**Run 1: close-up of the layout**

Bar = 5 um. Window x 33 to 53, y 51 to 71 um. Cells in gray, sequential cells in the stronger gray; small squares are vias.
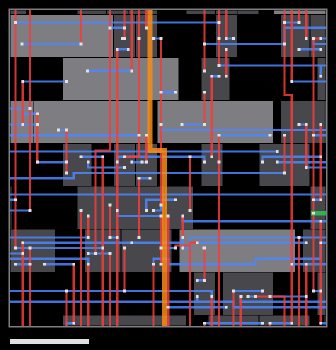
**Run 1: clock wiring as the flow saved it**

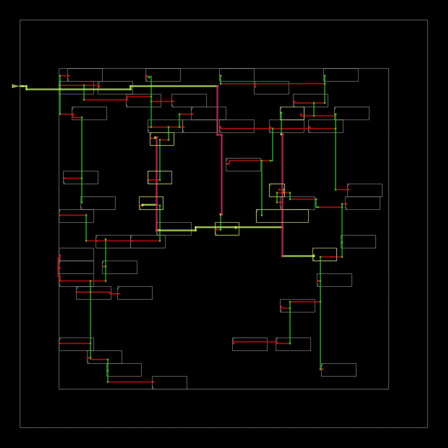
**Run 1: gate families picked out**

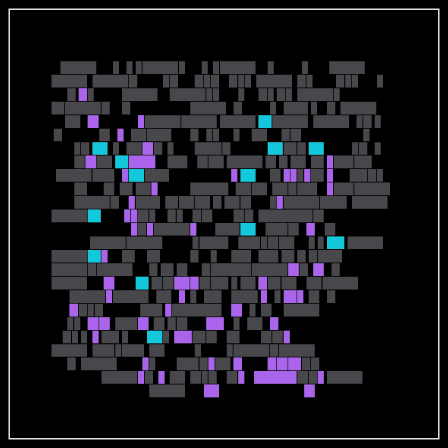
`src/rtl/lcd_hex_driver.sv`:
```
// rtl/lcd_hex_driver.sv - HD44780-class character LCD driver showing a DIGITS-wide hex value
//
// Purpose:
//   Runs the LCD power-up sequence and then writes the whole hex field on
//   each load request. At most one further update is queued while busy.
//   Optional build macro: LCD_LEADING_ZERO_BLANK_EN. When it is defined,
//   leading zero nibbles are shown as spaces and the rightmost character is
//   always a digit.
//
// Ports:
//   clk_1ms  in   1          1 ms system tick; all logic runs on its rising edge
//   reset    in   1          synchronous active-high; restarts from POWERUP
//   data     in   4*DIGITS   value to show; the top nibble is the leftmost character
//   blank    in   1          sampled with data; when 1 the frame writes spaces
//   load     in   1          single-cycle update request
//   busy     out  1          low only when idle with nothing queued
//   E        out  1          LCD enable strobe
//   RW       out  1          tied 0 (write-only)
//   RS       out  1          0 = command, 1 = data
//   DB       out  8          LCD data bus

module lcd_hex_driver #(
    parameter int         DIGITS     = 4,
    parameter logic [6:0] START_ADDR = 7'h00
) (
    input  logic                  clk_1ms,
    input  logic                  reset,
    input  logic [4*DIGITS-1:0]   data,
    input  logic                  blank,
    input  logic                  load,
    output logic                  busy,
    output logic                  E,
    output logic                  RW,
    output logic                  RS,
    output logic [7:0]            DB
);

    typedef enum logic [2:0] {
        POWERUP,
        INIT,
        IDLE,
        ADDR,
        WRITE
    } state_t;

    localparam logic [4:0] POWERUP_LAST = 5'd19;
    localparam logic [3:0] LAST_DIGIT   = 4'(DIGITS - 1);

    state_t              r_state, w_state_n;
    logic [4:0]          r_cnt, w_cnt_n;          // power-up wait counter
    logic [3:0]          r_idx, w_idx_n;          // init command / data character index
    logic [2:0]          r_ph, w_ph_n;            // byte phase: 0=T0 1=T1 2=T2, 3..4 clear wait
    logic                r_pending, w_pending_n;
    logic [4*DIGITS-1:0] r_shadow, w_shadow_n;
    logic                r_blank, w_blank_n;
    logic                r_e, w_e_n;
    logic                r_rs, w_rs_n;
    logic [7:0]          r_db, w_db_n;
    logic                r_busy, w_busy_n;
    logic                w_start;

    logic [15:0][3:0]    w_nib;                   // shadow split into characters, leftmost at 0
    logic [3:0]          w_nib_sel;
    logic [7:0]          w_char;

    // Next-state logic
    always_comb begin
        w_state_n   = r_state;
        w_cnt_n     = r_cnt;
        w_idx_n     = r_idx;
        w_ph_n      = r_ph;
        w_shadow_n  = r_shadow;
        w_blank_n   = r_blank;
        w_start     = 1'b0;
        // Any load outside IDLE is remembered; repeats collapse into one flag.
        w_pending_n = r_pending | (load && (r_state != IDLE));

        case (r_state)
            POWERUP: begin
                if (r_cnt == POWERUP_LAST) begin
                    w_state_n = INIT;
                    w_cnt_n   = 5'd0;
                    w_idx_n   = 4'd0;
                    w_ph_n    = 3'd0;
                end else begin
                    w_cnt_n = r_cnt + 5'd1;
                end
            end
            INIT: begin
                // The clear command (index 2) needs two extra idle cycles.
                if ((r_idx == 4'd2 && r_ph == 3'd4) || (r_idx != 4'd2 && r_ph == 3'd2)) begin
                    w_ph_n = 3'd0;
                    if (r_idx == 4'd3) begin
                        if (w_pending_n) w_start = 1'b1;
                        else             w_state_n = IDLE;
                    end else begin
                        w_idx_n = r_idx + 4'd1;
                    end
                end else begin
                    w_ph_n = r_ph + 3'd1;
                end
            end
            IDLE: begin
                if (load) w_start = 1'b1;
            end
            ADDR: begin
                if (r_ph == 3'd2) begin
                    w_state_n = WRITE;
                    w_ph_n    = 3'd0;
                    w_idx_n   = 4'd0;
                end else begin
                    w_ph_n = r_ph + 3'd1;
                end
            end
            WRITE: begin
                if (r_ph == 3'd2) begin
                    w_ph_n = 3'd0;
                    if (r_idx == LAST_DIGIT) begin
                        // A load on the final T2 is already folded into w_pending_n.
                        if (w_pending_n) w_start = 1'b1;
                        else             w_state_n = IDLE;
                    end else begin
                        w_idx_n = r_idx + 4'd1;
                    end
                end else begin
                    w_ph_n = r_ph + 3'd1;
                end
            end
            default: begin
                w_state_n = POWERUP;
                w_cnt_n   = 5'd0;
            end
        endcase

        // Frame start: capture the value shown for the whole frame.
        if (w_start) begin
            w_state_n   = ADDR;
            w_ph_n      = 3'd0;
            w_idx_n     = 4'd0;
            w_shadow_n  = data;
            w_blank_n   = blank;
            w_pending_n = 1'b0;
        end
    end

    // Character extraction from the next shadow value so the bus is registered.
    for (genvar g = 0; g < 16; g++) begin : g_nib
        if (g < DIGITS) begin : g_used
            assign w_nib[g] = w_shadow_n[4*(DIGITS-1-g) +: 4];
        end else begin : g_pad
            assign w_nib[g] = 4'h0;
        end
    end

`ifdef LCD_LEADING_ZERO_BLANK_EN
    logic [15:0] w_lz;     // bit i: characters 0..i are all zero

    always_comb begin
        logic v_acc;
        w_lz  = '0;
        v_acc = 1'b1;
        for (int i = 0; i < 16; i++) begin
            v_acc   = v_acc & (w_nib[i] == 4'h0);
            w_lz[i] = v_acc;
        end
    end
`endif

    always_comb begin
        w_nib_sel = w_nib[w_idx_n];
        if (w_nib_sel < 4'd10) w_char = 8'h30 + {4'h0, w_nib_sel};
        else                   w_char = 8'h37 + {4'h0, w_nib_sel};
`ifdef LCD_LEADING_ZERO_BLANK_EN
        if (w_lz[w_idx_n] && (w_idx_n != LAST_DIGIT)) w_char = 8'h20;
`endif
        if (w_blank_n) w_char = 8'h20;
    end

    // Output decode from the next state; E is high only in phase 1 of a byte.
    always_comb begin
        w_e_n    = 1'b0;
        w_rs_n   = r_rs;
        w_db_n   = r_db;
        w_busy_n = !((w_state_n == IDLE) && !w_pending_n);
        case (w_state_n)
            POWERUP: begin
                w_rs_n = 1'b0;
                w_db_n = 8'h00;
            end
            INIT: begin
                w_rs_n = 1'b0;
                w_e_n  = (w_ph_n == 3'd1);
                case (w_idx_n[1:0])
                    2'd0:    w_db_n = 8'h38;
                    2'd1:    w_db_n = 8'h0C;
                    2'd2:    w_db_n = 8'h01;
                    default: w_db_n = 8'h06;
                endcase
            end
            ADDR: begin
                w_rs_n = 1'b0;
                w_db_n = {1'b1, START_ADDR};
                w_e_n  = (w_ph_n == 3'd1);
            end
            WRITE: begin
                w_rs_n = 1'b1;
                w_db_n = w_char;
                w_e_n  = (w_ph_n == 3'd1);
            end
            default: begin
                w_e_n = 1'b0;
            end
        endcase
    end

    always_ff @(posedge clk_1ms) begin
        if (reset) begin
            r_state   <= POWERUP;
            r_cnt     <= 5'd0;
            r_idx     <= 4'd0;
            r_ph      <= 3'd0;
            r_pending <= 1'b0;
            r_shadow  <= '0;
            r_blank   <= 1'b0;
            r_e       <= 1'b0;
            r_rs      <= 1'b0;
            r_db      <= 8'h00;
            r_busy    <= 1'b1;
        end else begin
            r_state   <= w_state_n;
            r_cnt     <= w_cnt_n;
            r_idx     <= w_idx_n;
            r_ph      <= w_ph_n;
            r_pending <= w_pending_n;
            r_shadow  <= w_shadow_n;
            r_blank   <= w_blank_n;
            r_e       <= w_e_n;
            r_rs      <= w_rs_n;
            r_db      <= w_db_n;
            r_busy    <= w_busy_n;
        end
    end

    assign E    = r_e;
    assign RW   = 1'b0;
    assign RS   = r_rs;
    assign DB   = r_db;
    assign busy = r_busy;

endmodule
```
`config.mk`:
```
export PLATFORM = sky130hd
export DESIGN_NAME = lcd_hex_driver
export DESIGN_NICKNAME = d
export VERILOG_FILES = /design/src/rtl/lcd_hex_driver.sv
export SDC_FILE = /design/constraint.sdc
export NUM_CORES = 1
export LEC_CHECK = 0
export CORE_MARGIN = 8
export CORE_UTILIZATION = 55
export DETAILED_ROUTE_END_ITERATION = 10
export DONT_BUFFER_PORTS = 1
export PLACE_DENSITY = 0.7
export SLEW_MARGIN = 20
export SYNTH_ARGS = -nofsm -noshare
export SYNTH_HDL_FRONTEND = slang
export SYNTH_SLANG_ARGS = --single-unit
```
`constraint.sdc`:
```
create_clock -name clk_1ms -period 4.4 [get_ports clk_1ms]
set_input_delay 0.44 -clock clk_1ms [delete_from_list [all_inputs] [get_ports clk_1ms]]
set_output_delay 0.44 -clock clk_1ms [all_outputs]
set_load 0.005 [all_outputs]
```
==> flow_summary_export.csv, run 1 <==
group,metric,value,unit
cells_and_area,sequential_cell_area,881,um2
final_timing,fmax,266,MHz
run,warnings,29,
drt,detailed_routed_wire_length_on_met2,2.90,mm
drt,detail-route-antenna-nets,0,
yosys,post_synth_and_or_nand_nor_area_fraction,28.8,%
global_routing,grt-busiest-layer,"met2",
setup_path,cp.depth,12,
yosys,ffs_w_async_s_r_synth,0,%
final_timing,fin_crit,3750,ps
global_routing,use_met1,24.1,%
run_status,outcome,"complete, no violations",
power,total_switching_power,0.000163,W
cells_and_area,inv_count,10,
yosys,synthTopCellsByCount,"nand2_1, dfxtp_1, a21oi_1",
final_timing,holdWs,194,ps
setup_path,timing_worst_setup_path_type,"flip-flop to flip-flop",
hold_path,holdCritPathClass,"primary input to flip-flop",
yosys,ys_top_cells_by_area,"dfxtp_1, nand2_1, a21oi_1",
clock_network,cts_tree,"done",
cells_and_area,final_util,60.4,%
setup_path,timing.critical_path.slowest_stage_cell,"dfxtp_1",
power,powerSeq,0.000406,W
drt,wirelength,6.47,mm
yosys,ys_ff,44,
die,rows,25,
cells_and_area,area_overhead_of_the_layout_relative_to_synthesis,5.22,%
global_routing,global_route.overflow_total,0,
setup_path,critPathCaptureType,"flip-flop",
yosys,synth_adder_area_share,3.21,%
power,maximum_vdd_drop,0.000150,V
yosys,synth_area_leader_cell,"dfxtp_1",
setup_path,worstSetupStartpoint,"r_idx[0]$_SDFF_PP0_",
setup_path,worstRegToRegCells,12,
drt,routed-via-count,2417,
drt,m1WireLength,3.06,mm
power,pwr-share-clk,44.1,%
cells_and_area,num_antenna_cells,0,
yosys,synth.lib_cells_used.distinct,74,
cells_and_area,comb_area_share,59.8,%
clock_network,maximum_count_of_clock_buffers_along_a_single_path,2,
die,initial_core_util,57.4,%
placement,global_placer_s_final_weighted_congestion,0.855,
die,num_tap_cells,67,
drt,wl_met3,422,um
yosys,synth_top_cell_by_count,"nand2_1",
yosys,ys_dominant_reg_cell,"dfxtp_1",
cells_and_area,stdcell_count,400,
cells_and_area,final.fill_count,440,
yosys,syn-instance-count,340,
drt,wl_per_cell,16.2,um
yosys,synth.yosys.warnings,0,
global_routing,groute.usage.overall,17.9,%
power,pwr-share-seq,53.5,%
yosys,syn-cell-area,2730,um2
hold_path,worst_hold_path.endpoint,"RS$_SDFFE_PP0P_",
setup_path,crit_path_max_incr_delay,660,ps
clock_network,cts_buffers,5,
clock_network,cts-resized-gates,0,
die,chip_area,7470,um2
yosys,synth-xor-area-share,0.642,%
power,p_leak,1.01,nW
cells_and_area,final_cell_area,2870,um2
cells_and_area,multiInputGateArea,1720,um2
yosys,yosysSeqAreaShare,32.3,%
run,cap_violations,0,
power,clk-power,0.000334,W
global_routing,vias_in_the_first_global_route,2227,
drt,post_drt_via_cell_ratio,6.04,
yosys,yosysChipArea,2730,um2
## Picture notes: 'close-up of the layout'
Key: blue = met1; orange = met4; green = met3; red = met2
25 logic cells have their middle in the window. Netlist names of flops here include r_shadow (4), r_idx (1). Sequential cells in the window: 5. Most frequent: nand2_1 (5), dfxtp_1 (5), a21oi_1 (3).

## Picture notes: 'clock wiring as the flow saved it'
flip-flop and latch count: 44
clock tree sinks: 44

## Picture notes: 'gate families picked out'
Key: purple = NOR gates [cells 60]; cyan = AND-OR and OR-AND gates [cells 13]

==> run 1 -> run 2 <==
Settings changed: CORE_UTILIZATION 55 to 50, PLACE_DENSITY 0.7 to default.
==> run 2 against run 1 <==
- fmax about the same
- largest cell class unchanged
- hold slack better by 7.9 ps
- combinational power grew 6%
- area after synthesis is the same
- power fell by 9.1%
- clock power down 21%
- first-iteration DRC count down 64%
==> flow_summary_export.csv, run 2 <==
group,metric,value,unit
drt,wirelength,6.76,mm
clock_network,maximum_count_of_clock_buffers_along_a_single_path,2,
clock_network,tritoncts_num_sinks,44,
yosys,ys_ff,44,
global_routing,groute.usage.overall,16.5,%
cells_and_area,final_util,52.8,%
clock_network,cts-resized-gates,0,
final_timing,holdWs,202,ps
drt,post_drt_via_cell_ratio,6.01,
run_status,outcome,"complete, no violations",
yosys,synth.lib_cells_used.distinct,74,
setup_path,crit_path_max_incr_delay,660,ps
placement,global_placer_s_final_weighted_congestion,0.880,
cells_and_area,sequential_cell_area,881,um2
drt,detailed_routed_wire_length_on_met2,3.22,mm
cells_and_area,layout.sequential_cells,44,
cells_and_area,stdcell_count,405,
final_timing,fin_crit,3750,ps
drt,wl_per_cell,16.7,um
yosys,synth_top_cell_by_count,"nand2_1",
setup_path,critPathCaptureType,"flip-flop",
global_routing,grt-busiest-layer,"met2",
hold_path,worst_hold_path.endpoint,"r_shadow[6]$_SDFF_PP0_",
yosys,post_synth_and_or_nand_nor_area_fraction,28.8,%
global_routing,global_route.overflow_total,0,
yosys,syn-cell-area,2730,um2
power,pwr-share-seq,58.9,%
yosys,synth_area_leader_cell,"dfxtp_1",
die,num_tap_cells,72,
run,warnings,29,
yosys,yosysChipArea,2730,um2
clock_network,cts_tree,"done",
setup_path,timing.critical_path.slowest_stage_cell,"dfxtp_1",
yosys,synth.yosys.warnings,0,
cells_and_area,multiInputGateArea,1720,um2
power,maximum_vdd_drop,0.000147,V
power,pwr-share-clk,38.3,%
**Run 2: pin placement**

Bar = 20 um. Pins as bars across the die edge, other pins in gray.
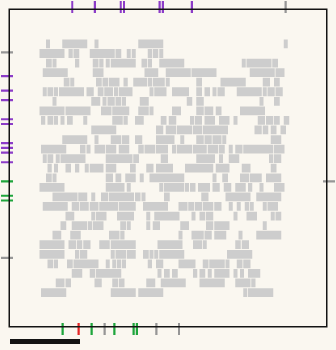
Key: green = DB [pins 8, direction output, edge 5 bottom, 3 left]; red = reset [pins 1, direction input, edge bottom]; purple = data [pins 16, direction input, edge 9 left, 7 top]
die span in x: 89.9 um
chip height: 89.9 um

**Run 2: clock wiring as the flow saved it**

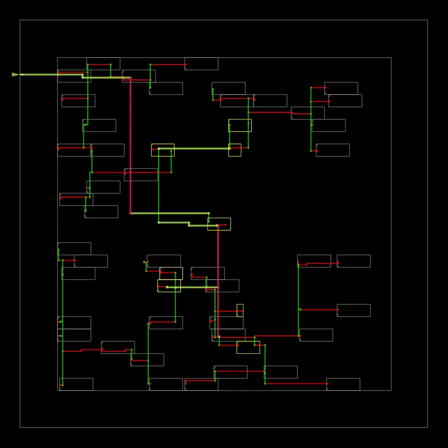
clock group total power: 0.000264 W
number of buffers created by CTS: 5
Late-Pin Clk Latency: 300 ps

**Run 2: routed metal per tile**

18 x 18 tiles, from white (low) to dark blue (high), scaled to the fullest tile. Values are wire area over tile area, all layers added.
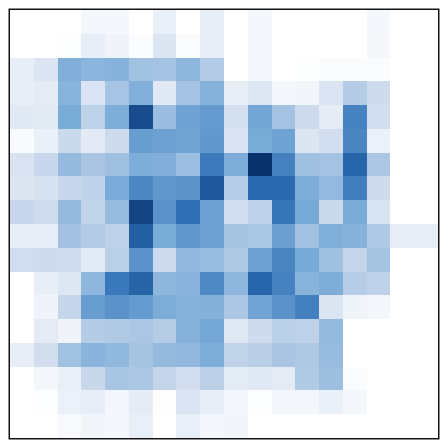
The mean over all tiles is 0.13. The densest ninth of the die: center. 25% of the tiles are nearly empty. The fullest tile reaches 0.54. 14% of the tiles are over half the peak.

Power figures rest on the tool's default switching activity, not on a simulated workload.
